### Clock routing, run 1

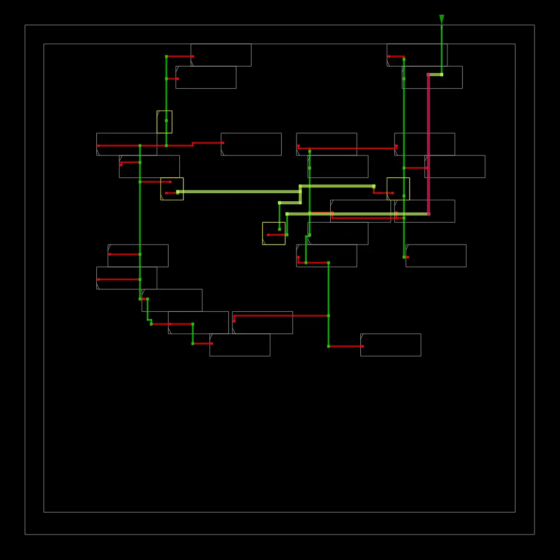
### Cell classes on the final placement, run 1

Drawn at 10 px/um.
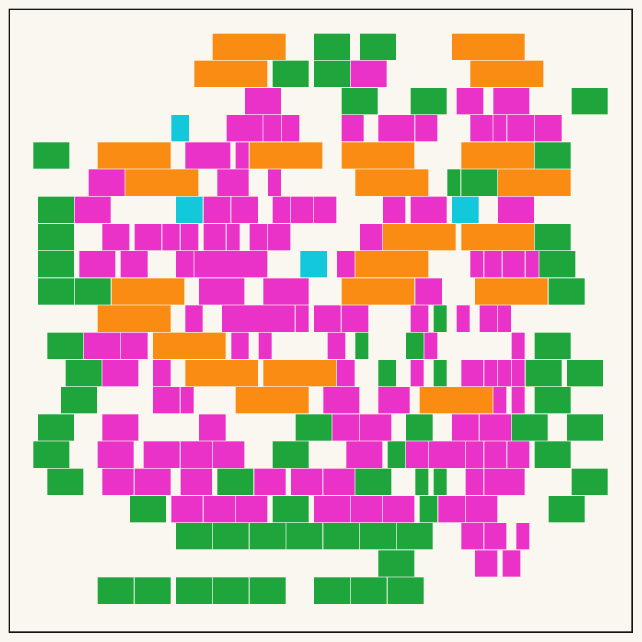
### I/O pins on the die edge, run 1

Drawn at 6 px/um. Pins as bars across the die edge, other pins in grey.
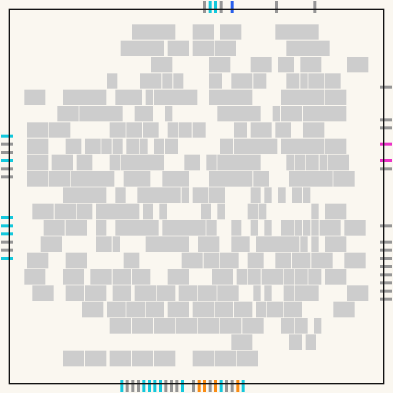
<file path="config.mk">
export PLATFORM = sky130hd
export DESIGN_NAME = adder_share_arbiter
export DESIGN_NICKNAME = d
export VERILOG_FILES = /design/src/rtl/adder_share_arbiter.sv
export SDC_FILE = /design/constraint.sdc
export NUM_CORES = 1
export LEC_CHECK = 0
export CORE_MARGIN = 2
export CORE_UTILIZATION = 40
export CTS_CLUSTER_DIAMETER = 40
export DETAILED_ROUTE_END_ITERATION = 8
export GPL_ROUTABILITY_DRIVEN = 0
export GPL_TIMING_DRIVEN = 0
export PLACE_DENSITY = 0.73
export SLEW_MARGIN = 30
export SYNTH_ARGS = -nofsm -noshare
export SYNTH_HDL_FRONTEND = slang
export SYNTH_SLANG_ARGS = --single-unit
</file>
<file path="constraint.sdc">
create_clock -name clk -period 4.5 [get_ports clk]
set_input_delay 1.125 -clock clk [delete_from_list [all_inputs] [get_ports clk]]
set_output_delay 1.125 -clock clk [all_outputs]
set_load 0.005 [all_outputs]
</file>
<file path="src/rtl/adder_share_arbiter.sv">
// Round-robin arbiter that time-shares one WIDTH-bit adder among N_REQ requesters.
// Optional macro ADDER_ARB_STATS_EN adds a saturating accepted-response counter (op_count).
module adder_share_arbiter #(
    parameter int N_REQ = 4,
    parameter int WIDTH = 4,
    parameter int ID_W  = 2
) (
    input  logic                   clk,
    input  logic                   rst_n,
    input  logic [N_REQ-1:0]       req_valid,
    input  logic [N_REQ*WIDTH-1:0] req_a,
    input  logic [N_REQ*WIDTH-1:0] req_b,
    input  logic [N_REQ-1:0]       req_cin,
    output logic [N_REQ-1:0]       req_ready,
    output logic                   rsp_valid,
    input  logic                   rsp_ready,
    output logic [ID_W-1:0]        rsp_id,
    output logic [WIDTH-1:0]       rsp_sum,
    output logic                   rsp_cout,
    output logic                   busy
`ifdef ADDER_ARB_STATS_EN
    ,
    output logic [15:0]            op_count
`endif
);

    typedef enum logic [1:0] {IDLE, EXEC, RESP} state_t;

    state_t           state_q, state_d;
    logic [ID_W-1:0]  last_grant_q, last_grant_d;
    logic [ID_W-1:0]  op_id_q, op_id_d;
    logic [WIDTH-1:0] op_a_q, op_a_d;
    logic [WIDTH-1:0] op_b_q, op_b_d;
    logic             op_cin_q, op_cin_d;
    logic             rsp_valid_q, rsp_valid_d;
    logic [ID_W-1:0]  rsp_id_q, rsp_id_d;
    logic [WIDTH-1:0] rsp_sum_q, rsp_sum_d;
    logic             rsp_cout_q, rsp_cout_d;

    logic [WIDTH-1:0] a_arr [N_REQ];
    logic [WIDTH-1:0] b_arr [N_REQ];
    logic             grant_any;
    logic [ID_W-1:0]  grant_idx;
    logic [WIDTH:0]   sum_full;
    int               idx;

    genvar gi;
    generate
        for (gi = 0; gi < N_REQ; gi++) begin : g_unpack
            assign a_arr[gi] = req_a[gi*WIDTH +: WIDTH];
            assign b_arr[gi] = req_b[gi*WIDTH +: WIDTH];
        end
    endgenerate

    // Scan from farthest to nearest so the requester closest after last_grant wins.
    always_comb begin
        grant_any = 1'b0;
        grant_idx = '0;
        idx       = 0;
        for (int k = N_REQ; k >= 1; k--) begin
            idx = int'(last_grant_q) + k;
            if (idx >= N_REQ) idx = idx - N_REQ;
            if (req_valid[ID_W'(idx)]) begin
                grant_any = 1'b1;
                grant_idx = ID_W'(idx);
            end
        end
    end

    always_comb begin
        req_ready = '0;
        if (rst_n && state_q == IDLE && grant_any) req_ready[grant_idx] = 1'b1;
    end

    assign sum_full = {1'b0, op_a_q} + {1'b0, op_b_q} + {{WIDTH{1'b0}}, op_cin_q};

    always_comb begin
        state_d      = state_q;
        last_grant_d = last_grant_q;
        op_id_d      = op_id_q;
        op_a_d       = op_a_q;
        op_b_d       = op_b_q;
        op_cin_d     = op_cin_q;
        rsp_valid_d  = rsp_valid_q;
        rsp_id_d     = rsp_id_q;
        rsp_sum_d    = rsp_sum_q;
        rsp_cout_d   = rsp_cout_q;
        case (state_q)
            IDLE: begin
                if (grant_any) begin
                    op_a_d       = a_arr[grant_idx];
                    op_b_d       = b_arr[grant_idx];
                    op_cin_d     = req_cin[grant_idx];
                    op_id_d      = grant_idx;
                    last_grant_d = grant_idx;
                    state_d      = EXEC;
                end
            end
            EXEC: begin
                {rsp_cout_d, rsp_sum_d} = sum_full;
                rsp_id_d    = op_id_q;
                rsp_valid_d = 1'b1;
                state_d     = RESP;
            end
            RESP: begin
                if (rsp_ready) begin
                    rsp_valid_d = 1'b0;
                    state_d     = IDLE;
                end
            end
            default: state_d = IDLE;
        endcase
    end

    always_ff @(posedge clk) begin
        if (!rst_n) begin
            state_q      <= IDLE;
            last_grant_q <= ID_W'(N_REQ - 1);
            op_id_q      <= '0;
            op_a_q       <= '0;
            op_b_q       <= '0;
            op_cin_q     <= 1'b0;
            rsp_valid_q  <= 1'b0;
            rsp_id_q     <= '0;
            rsp_sum_q    <= '0;
            rsp_cout_q   <= 1'b0;
        end else begin
            state_q      <= state_d;
            last_grant_q <= last_grant_d;
            op_id_q      <= op_id_d;
            op_a_q       <= op_a_d;
            op_b_q       <= op_b_d;
            op_cin_q     <= op_cin_d;
            rsp_valid_q  <= rsp_valid_d;
            rsp_id_q     <= rsp_id_d;
            rsp_sum_q    <= rsp_sum_d;
            rsp_cout_q   <= rsp_cout_d;
        end
    end

    assign rsp_valid = rsp_valid_q;
    assign rsp_id    = rsp_id_q;
    assign rsp_sum   = rsp_sum_q;
    assign rsp_cout  = rsp_cout_q;
    assign busy      = (state_q != IDLE);

`ifdef ADDER_ARB_STATS_EN
    logic [15:0] op_count_q, op_count_d;

    always_comb begin
        op_count_d = op_count_q;
        if (rsp_valid_q && rsp_ready && op_count_q != 16'hFFFF) op_count_d = op_count_q + 16'd1;
    end

    always_ff @(posedge clk) begin
        if (!rst_n) op_count_q <= 16'd0;
        else        op_count_q <= op_count_d;
    end

    assign op_count = op_count_q;
`endif

endmodule

</file>
==> GITHUB_STEP_SUMMARY, run 1 <==
## Synthesis and layout report

| Metric | Value |
|---|---|
| Vias in the first global route | 1359 |
| Pwr/cell area | around 300 nW/um^2 |
| DRC viols | 0 |
| Largest net degree at the start of global routing | 14 |
| CTS H-tree lvls | 1 |
| Cell count in the Yosys report | 150 |
| Synth Cell Area | around 1400 um^2 |
| Synth cell types | 34 |
| Die ar. | approximately 3900 um^2 |
| Top post-synthesis cells by count | 23 x dfxtp_1, 13 x o21ai_0, 12 x mux2i_1 |
| Vias/cell | 5.35 |
| Worst EP required | 3.38 ns |
| CP max FO | 10 |
| Hpwl dp | 2800 um |
| Kind of critical path | in -> out |
| Ys Warns | 0 |
| P&R area growth vs syn | 47.0% |
| Synth flops | 23 |
| Worst Hold Class | reg -> reg |
| Max_slew headroom | 64.5% |
| Crit end category | output pin |
| Max-cap violations | 0 |
| Peak VDD IR | 0.204 mV |
| Initial Util | roughly two fifths |
| Mapped Nets | 198 |
| Worst-margin pin slew | approximately 0.52 ns |
| Leading area contributor after synthesis | dfxtp_1 |
| Seq/Total Area, Yosys | 34.0% |
| Tool warnings | 26 |
| Status | finished clean |
| FMAX | 231 MHz |
| Die Span Y | 62.2 um |
| Number of synthesized flops with an enable pin | 0 |
| DR WL/cell | 13.5 um |
| Post-CTS Setup Inserts | 0 |
| Share of the synthesized area in the top cell type | 34.0% |
| Asr flop ratio synth | 0% |
| Post-cts resize count | 0 |
| Fin. Hold Viols | 0 |
| Pleak | 0.771 nW |
| Most common cell in the netlist | dfxtp_1 |
| Setup tns final | 0 ns |
| # fillers | 295 |
| Avg Cell Area, Syn | 9.02 um^2 |
| GRT Overall Usage | 19.0% |
| Nets | 258 |
| Placed cell areas | 1960 um^2 |
| Synth Flop Type | dfxtp_1 |
| WP data arrival | 3.21 ns |
| Global-route wire length before repair | around 6000 um |
| Top cells by area | dfxtp_1 34%, mux2i_1 8.9%, o31a_1 6.5% |
| Cycle use final | between 90% and 100% |
| Delay-heaviest family, CP | buffers and inverters |
| Worst-path clk slew | between 0.1 and 0.15 ns |
| Max-slew violations | 0 |
| Initial antenna violation count | 0 |
| Clk ins delay skew pair | 0.31 ns |
| Final wirelength | around 3400 um |
| R2R cell count | 6 |
| Drt first pass iters | 5 |
| Initial DRC count | 73 |
| RR Startpoint | last_grant_q[0] |
| Rows | 21 |
| GRT Residual Overflow | 0 |
| Skew final | ~0.0096 ns |
| Worst setup startpoint | req_valid[1] |
| Final instance area | 1990 um^2 |
| Yosys stat area | 1350 um^2 |
| Worst Hold Launch | rsp_sum[2] |
| Total Power | between 500 and 600 uW |
Notes on 'Clock routing' above:
clock buffers created by TritonCTS: 3
clk sinks: 23

Notes on 'Cell classes on the final placement' above:
Key: flops = orange [cells 23, share of their area 24%]; clock drivers and dummy loads = cyan [cells 4, share of their area 1.4%]; other buffers and delay cells = green [cells 66, share of their area 31%]; combinational and other logic = magenta [cells 116, share of their area 44%]

Notes on 'I/O pins on the die edge' above:
Key: req_cin = orange [pins 4, direction input, edge bottom]; req_a = cyan [pins 16, direction input, edge 8 bottom, 6 left, 2 top]; rsp_id = magenta [pins 2, direction output, edge right]; rsp_cout = blue [pins 1, direction output, edge top]

[run 1: power by group]
group / total (mW) / internal (mW) / leakage, nW / switching (mW)
registers: 0.253 / 0.234 / 0.190 / 0.0187
logic: 0.245 / 0.132 / 0.563 / 0.113
clock network: 0.0945 / 0.0332 / 0.0177 / 0.0613
[run 1: registers in the layout, summed over array words and instances (netlist names)]
signal        cells
op_a_q            4
op_b_q            4
rsp_sum           4
last_grant_q      2
op_id_q           2
rsp_id            2
state_q           2
op_cin_q          1
rsp_cout          1
rsp_valid         1
[run 1: final timing paths]
| path | slack, ns | end |
|---|---|---|
| setup / recovery | 0.16 | req_ready[0] |
| hold / removal | 0.52 | rsp_sum[2] |
| setup reg to reg | 2.73 | op_a_q[1] |
| hold reg to reg | 0.52 | rsp_sum[2] |
[run 1: cells in the final DEF (no fill, tap or decap), drive strengths merged, types with 2 or more instances in the layout]
cell type / count
nor3: 2
nand2: 5
nor2: 10
o31a: 10
dfxtp: 23
clkdlybuf4s50: 55
a211oi: 9
buf: 5
inv: 5
nand2b: 2
ha: 3
a2111oi: 9
fa: 2
o21a: 3
clkbuf: 9
nor2b: 10
or3: 2
nand3b: 2
a21oi: 4
o21ai: 14
mux2i: 12
o211a: 3
[run 1: final cells by class]
class | count | share of cell area [%]
inverters | 5 | 0.944
clock inverters | 1 | 0.252
clock buffers | 3 | 1.13
flip-flops and latches | 23 | 23.2
repair buffers | 55 | 27.7
multi-input cells | 111 | 41.4
well taps | 46 | 2.89
plain buffers | 11 | 2.52
[run 1: through the flow]
step	cells	setup WS, ns	utilization, %	hold WS [ns]
6_report	255	0.162	60.5	0.516
3_3_place_gp	251	0.213	59.7	0.483
2_1_floorplan	150	1.25	-	0.478
3_5_place_dp	251	0.181	59.7	0.492
5_1_grt	255	0.0847	60.5	0.551
4_1_cts	255	0.164	60.5	0.522
[run 1: metal layers]
metal  track usage, %  wire length, um
met1             22.1             1420
met2             34.6             1760
met3             5.43              230
met4             4.17               33
met5                0                0
[run 1: kinds of logic after synthesis]
| group | synth area share [%] |
|---|---|
| AOI/OAI and AO/OA | 31.3 |
| DFF | 34.0 |
| buffers and inverters | 5.09 |
| xor gates and xnor gates | 0.648 |
| muxes | 8.88 |
| adders and majority gates | 5.74 |
| and+or+nand+nor | 14.3 |
### Routed metal per tile, run 1

Drawn at 4 px/um. 12 x 12 tiles, from dark purple (low) to yellow (high), scaled to the fullest tile. Values are wire area over tile area, all layers added.
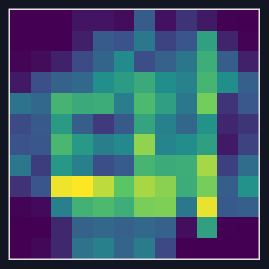

==> inputs of run 2 (changes only) <==
--- a/config.mk
+++ b/config.mk
@@ -6,12 +6,12 @@
 export NUM_CORES = 1
 export LEC_CHECK = 0
 export CORE_MARGIN = 2
-export CORE_UTILIZATION = 40
+export CORE_UTILIZATION = 30
 export CTS_CLUSTER_DIAMETER = 40
 export DETAILED_ROUTE_END_ITERATION = 8
-export GPL_ROUTABILITY_DRIVEN = 0
+export DONT_BUFFER_PORTS = 1
 export GPL_TIMING_DRIVEN = 0
-export PLACE_DENSITY = 0.73
+export PLACE_DENSITY = 0.41
 export SLEW_MARGIN = 30
 export SYNTH_ARGS = -nofsm -noshare
 export SYNTH_HDL_FRONTEND = slang
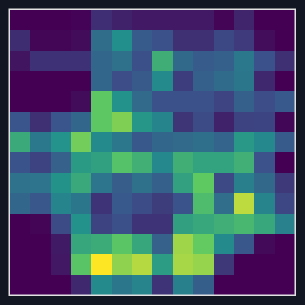
*Routed metal per tile, run 2*
Drawn at 4 px/um. 14 x 14 tiles, from dark purple (low) to yellow (high), scaled to the fullest tile. Values are wire area over tile area, all layers added.
19% of the tiles are nearly empty. The emptiest ninth of the die: top left. The fullest tile reaches 0.36. 22% of the tiles are over half the peak. The mean over all tiles is 0.11.
vias: 1159
final wirelength: 3500 um
GRT Overall Usage: 14.4%

==> GITHUB_STEP_SUMMARY, run 2 <==
## Synthesis and layout report

| Metric | Value |
|---|---|
| GR Util met2 | 24.5% (was 34.6%) |
| Vias in the first global route | 1179 (was 1359) |
| Max_slew headroom | 54.9% (was 64.5%) |
| Peak VDD IR | 0.149 mV (was 0.204 mV) |
| Rows | 24 (was 21) |
| Crit end category | output pin (unchanged) |
| Post-cts resize count | 0 (unchanged) |
| Initial Util | 31.1% (was 41.2%) |
| Mapped Nets | 198 (unchanged) |
| IO Pins | 56 (unchanged) |
| Max-slew violations | 0 (unchanged) |
| Worst Hold Depth | 2 (was 1) |
| Worst EP required | 3.38 ns (about the same) |
| Clock buffers created by TritonCTS | 3 (unchanged) |
| Grt peak-use layer | met2 (unchanged) |
| Worst Hold Launch | op_id_q[0] (was rsp_sum[2]) |
| Final instance area | 1460 um^2 (was 1990 um^2) |
| Clk ins delay skew pair | 0.26 ns (was 0.31 ns) |
| Final GP Congestion | between 0.7 and 0.8 |
| Top post-synthesis cells by count | 23 x dfxtp_1, 13 x o21ai_0, 12 x mux2i_1 (unchanged) |
| CP max FO | 10 (unchanged) |
| Share of the synthesized area in the top cell type | 34.0% (unchanged) |
| Setup violations, final | 0 (unchanged) |
| Seq/Total Area, Yosys | 34.0% (unchanged) |
| Worst slack, placed | 1.12 ns (was 0.181 ns) |
| Vias/cell | 5.63 (was 5.35) |
| Kind of critical path | in -> out (unchanged) |
| Cts hold-fix bufs | 0 (unchanged) |
| Post-Synthesis Cells | 150 (unchanged) |
| Global-route wire length before repair | 5760 um (was 6000 um) |
| DRT antenna net count | 0 (unchanged) |
| RSZ-0062 raised after global routing | false (unchanged) |
| Worst setup margin | 1.11 ns (was 0.162 ns) |
| FMAX | 295 MHz (was 231 MHz) |
| R2R cell count | 6 (unchanged) |
| Most common logic cell in the routed design | dfxtp_1 (was clkdlybuf4s50_1) |
| RR Startpoint | last_grant_q[0] (unchanged) |
| Worst-margin pin slew | 0.659 ns (was 0.519 ns) |
| Hpwl dp | 2780 um (was 2800 um) |
| Final core area utilization | 33.6% (was 60.5%) |
| Initial antenna violation count | 0 (unchanged) |
| Synth flops | 23 (unchanged) |
| P&R area growth vs syn | 8.14% (was 47.0%) |
| Die Wd | 71.1 um (was 62.2 um) |
| Tool warnings | 26 (unchanged) |
| Pwr/cell area | 388 nW/um^2 (was 298 nW/um^2) |
| Share of layout cells above drive strength 1 | 6.49% (was 5.26%) |
| DR WL/cell | 17.0 um (was 13.5 um) |
| Grt met1 use | 17.7% (was 22.1%) |
| Fin. Hold Viols | 0 (unchanged) |
| Clock Path Buffers | 2 (unchanged) |
| FF-to-FF End | op_a_q[1] (unchanged) |
| Nets | 203 (was 258) |
| Die Span Y | 71.1 um (was 62.2 um) |
| Hold Path Sink | op_id_q[0] (was rsp_sum[2]) |
| CTS H-tree lvls | 1 (unchanged) |
| Synth cell types | 34 (unchanged) |
| Status | finished clean (unchanged) |
| CP startpoint kind | input pin (unchanged) |
| Drt first pass iters | 4 (was 5) |
| DRC viols | 0 (unchanged) |
| Avg Cell Area, Syn | 9.02 um^2 (unchanged) |
| Cell count in the Yosys report | 150 (unchanged) |
| Worst-path clk slew | 0.08 ns (was 0.12 ns) |
| Largest net degree at the start of global routing | 13 (was 14) |
| Die ar. | 5060 um^2 (was 3860 um^2) |
| Clk sinks | 23 (unchanged) |
| Most common cell in the netlist | dfxtp_1 (unchanged) |
| Skew final | 0.00111 ns (was 0.00962 ns) |
| Root Driver | clkbuf_8 (was clkbuf_4) |
| Setup tns final | 0 ns (unchanged) |
| Count of input and output buffers | 0 (was 55) |
| Max-cap violations | 0 (unchanged) |
| Top cells by area | dfxtp_1 34%, mux2i_1 8.9%, o31a_1 6.5% (unchanged) |
| CP cell instances | nor2b_1 -> o21a_1 -> buf_2 -> or3_1 -> nor2_1 (was clkdlybuf4s50_1 -> nor2b_1 -> o21a_1 -> buf_2 -> or3_1 -> nor2_1 -> clkdlybuf4s50_1) |
| CTS tree | built (unchanged) |
| Ys Warns | 0 (unchanged) |
| Placed cell areas | 1420 um^2 (was 1960 um^2) |
| Leading area contributor after synthesis | dfxtp_1 (unchanged) |
| Top Layout Cells | 23 x dfxtp_1, 13 x o21ai_0, 12 x mux2i_1 (was 55 x clkdlybuf4s50_1, 23 x dfxtp_1, 13 x o21ai_0, 12 x mux2i_1) |
| Pleak | 0.566 nW (was 0.771 nW) |
| Cycle use final | 75.4% (was 96.4%) |
| Number of synthesized flops with an enable pin | 0 (unchanged) |
| Post-CTS Setup Inserts | 0 (unchanged) |
| Critical path's slowest cell | or3_1 (was clkdlybuf4s50_1) |
| Core area | 4350 um^2 (was 3280 um^2) |
| Met3 usage | 4.84% (was 5.43%) |
| Worst Hold Class | reg -> reg (unchanged) |
| Final Critical Period | 3.39 ns (was 4.34 ns) |
| R2R setup slack | 2.61 ns (was 2.73 ns) |
| Synth Flop Type | dfxtp_1 (unchanged) |
| GRT Residual Overflow | 0 (unchanged) |
| Initial DRC count | 25 (was 73) |
| Asr flop ratio synth | 0% (unchanged) |
| Synth Cell Area | 1350 um^2 (unchanged) |
| WP data arrival | 2.27 ns (was 3.21 ns) |
| Crit-path max cell delay | 0.41 ns (was 0.51 ns) |
| Yosys stat area | 1350 um^2 (unchanged) |
run 2: critical path: cells and delay by family:
family,cells,cell delay (ns)
and+or+nand+nor,3,0.74
AOI/OAI and AO/OA,1,0.21
buffers and inverters,1,0.18
run 2: kinds of logic (layout without fill, tap and decap cells):
family | count (synthesis) | after routing | synth area share [%]
AOI/OAI and AO/OA | 57 | 57 | 31.3
xor gates and xnor gates | 1 | 1 | 0.648
adders and majority gates | 5 | 5 | 5.74
buffers and inverters | 16 | 20 | 5.09
DFF | 23 | 23 | 34.0
muxes | 12 | 12 | 8.88
and+or+nand+nor | 36 | 36 | 14.3
run 2: area by class of cell:
cell class,count,area (um^2)
Multi-Input combinational cell,111,823
Fill cell,458,2890
Inverter,5,18.8
Buffer,11,50.0
Sequential cell,23,460
Tap cell,52,65.1
Clock buffer,4,45.0
run 2: how the worst max path moves through the flow:
stage	start	endpoint	slack (ns)	depth (start not counted)
after detailed placement	req_valid[3]	req_ready[0]	1.12	5
final	req_valid[3]	req_ready[0]	1.11	5
after global placement	req_valid[3]	req_ready[0]	1.13	5
after global routing	req_valid[3]	req_ready[0]	1.05	5
after floorplan	req_valid[3]	req_ready[0]	1.25	5
after CTS	req_valid[3]	req_ready[0]	1.12	5
run 2: power by group:
group          internal, mW  switching (mW)
combinational        0.0818           0.105
sequential            0.234          0.0207
clock                0.0631          0.0625
run 2: layer usage:
metal | vias to the layer above | routed length (um)
met1 | 550 | 1570
met3 | 2 | 188
li1 | 576 | -
met5 | - | 0
met2 | 31 | 1720
met4 | 0 | 13
run 2: per-stage QoR:
step | hold WS [ns] | cells | power (mW)
global placement | 0.503 | 202 | 0.444
detailed placement | 0.501 | 202 | 0.450
floorplan | 0.478 | 150 | 0.400
finish | 0.524 | 206 | 0.567
CTS | 0.528 | 206 | 0.581
global route | 0.555 | 206 | 0.619
### I/O pins on the die edge, run 2

Drawn at 6 px/um. Pins as bars across the die edge, other pins in grey.
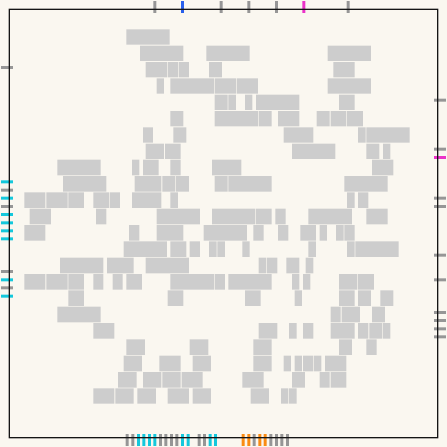

==> inputs of run 3 (changes only) <==
--- a/config.mk
+++ b/config.mk
@@ -11,7 +11,7 @@
 export DETAILED_ROUTE_END_ITERATION = 8
 export DONT_BUFFER_PORTS = 1
 export GPL_TIMING_DRIVEN = 0
-export PLACE_DENSITY = 0.41
+export PLACE_DENSITY = 0.42
 export SLEW_MARGIN = 30
 export SYNTH_ARGS = -nofsm -noshare
 export SYNTH_HDL_FRONTEND = slang
==> constraint.sdc (replaced) <==
create_clock -name clk -period 2.95 [get_ports clk]
set_input_delay 0.7375 -clock clk [delete_from_list [all_inputs] [get_ports clk]]
set_output_delay 0.7375 -clock clk [all_outputs]
set_load 0.005 [all_outputs]
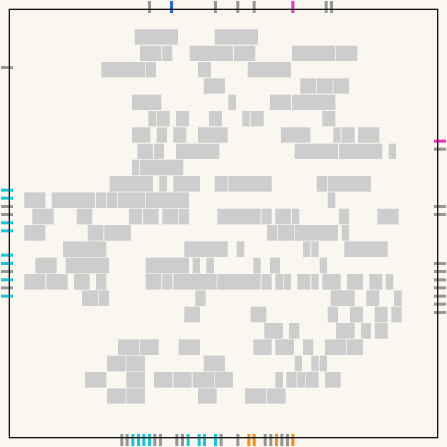
*I/O pins on the die edge, run 3*
Drawn at 6 px/um. Pins as bars across the die edge, other pins in grey.
Key: req_a = cyan [pins 16, direction input, edge 8 bottom, 8 left]; rsp_id = magenta [pins 2, direction output, edge 1 right, 1 top]; rsp_cout = blue [pins 1, direction output, edge top]; req_cin = orange [pins 4, direction input, edge bottom]

==> GITHUB_STEP_SUMMARY, run 3 <==
## Synthesis and layout report

| Metric | Value |
|---|---|
| IO Pins | 56 (unchanged) |
| Status | finished clean (unchanged) |
| Register share of total power | 44.9% (about the same) |
| Placed cell areas | 1420 um^2 (unchanged) |
| Top Layout Cells | 23 x dfxtp_1, 13 x o21ai_0, 12 x mux2i_1 (unchanged) |
| Rows | 24 (unchanged) |
| Vias/cell | 5.65 (was 5.63) |
| Initial Util | 31.1% (unchanged) |
| Count of input and output buffers | 0 (unchanged) |
| Avg Cell Area, Syn | 9.02 um^2 (unchanged) |
| Worst Hold Class | reg -> reg (unchanged) |
| # fillers | 456 (was 458) |
| DRT antenna net count | 0 (unchanged) |
| Most common logic cell in the routed design | dfxtp_1 (unchanged) |
| Max_slew headroom | 57.5% (was 54.9%) |
| Clock buffers created by TritonCTS | 3 (unchanged) |
| Nets | 203 (unchanged) |
| Asr flop ratio synth | 0% (unchanged) |
| Final Critical Period | approximately 2.6 ns |
| Clk sinks | 23 (unchanged) |
| Peak VDD IR | 0.188 mV (was 0.149 mV) |
| Clock Path Buffers | 2 (unchanged) |
| Crit path buf inv count | 1 (unchanged) |
| Critical path's slowest cell | or3_1 (unchanged) |
| Global-route wire length before repair | 5550 um (was 5760 um) |
| Pwr/cell area | 592 nW/um^2 (was 388 nW/um^2) |
| Die Wd | 71.1 um (unchanged) |
| Crit-path max cell delay | 0.41 ns (about the same) |
| Worst-path clk slew | 0.08 ns (about the same) |
| Clk ins delay skew pair | 0.26 ns (about the same) |
| Drt first pass iters | 4 (unchanged) |
| Leading area contributor after synthesis | dfxtp_1 (unchanged) |
| Kind of critical path | in -> out (unchanged) |
| Core area | 4350 um^2 (unchanged) |
| Initial DRC count | 35 (was 25) |
| Die ar. | 5060 um^2 (unchanged) |
| GRT Residual Overflow | 0 (unchanged) |
| DRC viols | 0 (unchanged) |
| FMAX | 385 MHz |
| Setup violations, final | 0 (unchanged) |
| CTS H-tree lvls | 1 (unchanged) |
| Worst setup startpoint | req_valid[3] (unchanged) |
| Largest net degree at the start of global routing | 13 (unchanged) |
| Net Sw Power | 289 uW (was 189 uW) |
| Synth cell types | 34 (unchanged) |
| Yosys stat area | 1350 um^2 (unchanged) |
| Worst EP required | 2.21 ns (was 3.38 ns) |
| Comb gate area | 823 um^2 (unchanged) |
| Root Driver | clkbuf_8 (unchanged) |
| Most common cell in the netlist | dfxtp_1 (unchanged) |
| Vias | 1163 (was 1159) |
| Post-Synthesis Cells | 150 (unchanged) |
| ANT cells | 0 (unchanged) |
| Delay-heaviest family, CP | simple AND/OR/NAND/NOR gates (unchanged) |
| Int Power | 577 uW (was 379 uW) |
| Placed cells | 202 (unchanged) |
| CP startpoint kind | input pin (unchanged) |
| Hpwl dp | 2700 um (was 2780 um) |
| P&R area growth vs syn | 8.14% (unchanged) |
| Final GP Congestion | 0.768 (was 0.757) |
| Synth Flop Type | dfxtp_1 (unchanged) |
| Max-slew violations | 0 (unchanged) |
| Pleak | 0.566 nW (unchanged) |
| RR Startpoint | last_grant_q[0] (unchanged) |
| Skew final | 0.00199 ns (was 0.00111 ns) |
| CP max FO | 10 (unchanged) |
| RSZ-0062 raised after global routing | false (unchanged) |
| Hold_ws | 0.529 ns (was 0.524 ns) |
| Number of synthesized flops with an enable pin | 0 (unchanged) |
| DR WL/cell | 16.6 um (was 17.0 um) |
| Non-Filler Instances | 206 (unchanged) |
| Initial antenna violation count | 0 (unchanged) |
| Clk pwr share | 22.5% (was 22.1%) |
| Post-CTS Setup Inserts | 0 (unchanged) |
| Fin. Hold Viols | 0 (unchanged) |
| Top post-synthesis cells by count | 23 x dfxtp_1, 13 x o21ai_0, 12 x mux2i_1 (unchanged) |
| Final wirelength | 3410 um (was 3500 um) |
| Setup tns final | 0 ns (unchanged) |
| Die Span Y | 71.1 um (unchanged) |
| Cell count in the Yosys report | 150 (unchanged) |
| Synth Cell Area | 1350 um^2 (unchanged) |
| CP cell instances | nor2b_1 -> o21a_1 -> buf_2 -> or3_1 -> nor2_1 (unchanged) |
| Cts hold-fix bufs | 0 (unchanged) |
| Reg area | 460 um^2 (unchanged) |
| Final instance area | 1460 um^2 (unchanged) |
| Post-cts resize count | 0 (unchanged) |
| Synth flops | 23 (unchanged) |
| Share of the synthesized area in the top cell type | 34.0% (unchanged) |
| Worst Hold Launch | op_id_q[0] (unchanged) |
| Comb pwr share | 32.6% (was 33.0%) |
| GRT Overall Usage | 13.8% (was 14.4%) |
| Ys Warns | 0 (unchanged) |
| Share of layout cells above drive strength 1 | 6.49% (unchanged) |
| Tool warnings | 26 (unchanged) |
| Total Power | 866 uW (was 567 uW) |
| Max-cap violations | 0 (unchanged) |
| Switching share of total power | 33.3% (was 33.2%) |
| Cycle use final | 88.1% |
| Vias in the first global route | 1192 (was 1179) |
| WP data arrival | 1.86 ns (was 2.27 ns) |
| Top cells by area | dfxtp_1 34%, mux2i_1 8.9%, o31a_1 6.5% (unchanged) |
| Worst-margin pin slew | 0.621 ns (was 0.659 ns) |
| CTS tree | built (unchanged) |
| Seq/Total Area, Yosys | 34.0% (unchanged) |
| Mapped Nets | 198 (unchanged) |
| Crit end category | output pin (unchanged) |
run 3: cell counts after synthesis:
No cell type changed its count.
run 3: area by class of cell:
class                           count  area share (%)
Tap cell                           52            4.45
Clock buffer                        4            3.08
Buffer                             11            3.42
Inverter                            5            1.28
Multi-Input combinational cell    111            56.3
Sequential cell                    23            31.5
run 3: routing by layer:
layer | wire length (um) | track usage, % | up-vias
met5 | 0 | 0 | -
li1 | - | - | 582
met4 | 8 | 1.89 | 0
met2 | 1670 | 24.8 | 28
met1 | 1550 | 16.3 | 551
met3 | 180 | 4.56 | 2
run 3: stage by stage:
stage / setup slack (ns) / util, %
after floorplan: 0.479 / -
after detailed placement: 0.356 / 32.6
after CTS: 0.350 / 33.6
after global routing: 0.279 / 33.6
final: 0.351 / 33.6
after global placement: 0.372 / 32.6
run 3: worst paths after layout:
path,to,slack (ns),cells after the start
max,req_ready[0],0.35,5
min,op_id_q[0],0.53,2
max reg2reg,op_a_q[1],1.08,6
min reg2reg,op_id_q[0],0.53,2
run 3: power by group through the flow:
stage	Clock, mW	Combinational (mW)	Sequential [mW]
after detailed placement	0	0.286	0.396
after CTS	0.201	0.288	0.389
final	0.195	0.282	0.388
after floorplan	0	0.223	0.387
after global routing	0.220	0.318	0.395
after global placement	0	0.282	0.396
run 3: worst min-delay path, stage by stage, from the launching register on:
cell and delay, ns:
dfxtp_1 0.34, o21ai_0 0.08, nor2_1 0.08
run 3: cells by family (layout without fill, tap and decap cells):
group           Yosys count  after routing  synth area share, %
fa+ha+maj                 5              5                 5.74
compound gates           57             57                 31.3
mux                      12             12                 8.88
xor+xnor                  1              1                0.648
buf+inv                  16             20                 5.09
flops                    23             23                 34.0
simple gates             36             36                 14.3
Power figures rest on the tool's default switching activity, not on a simulated workload.
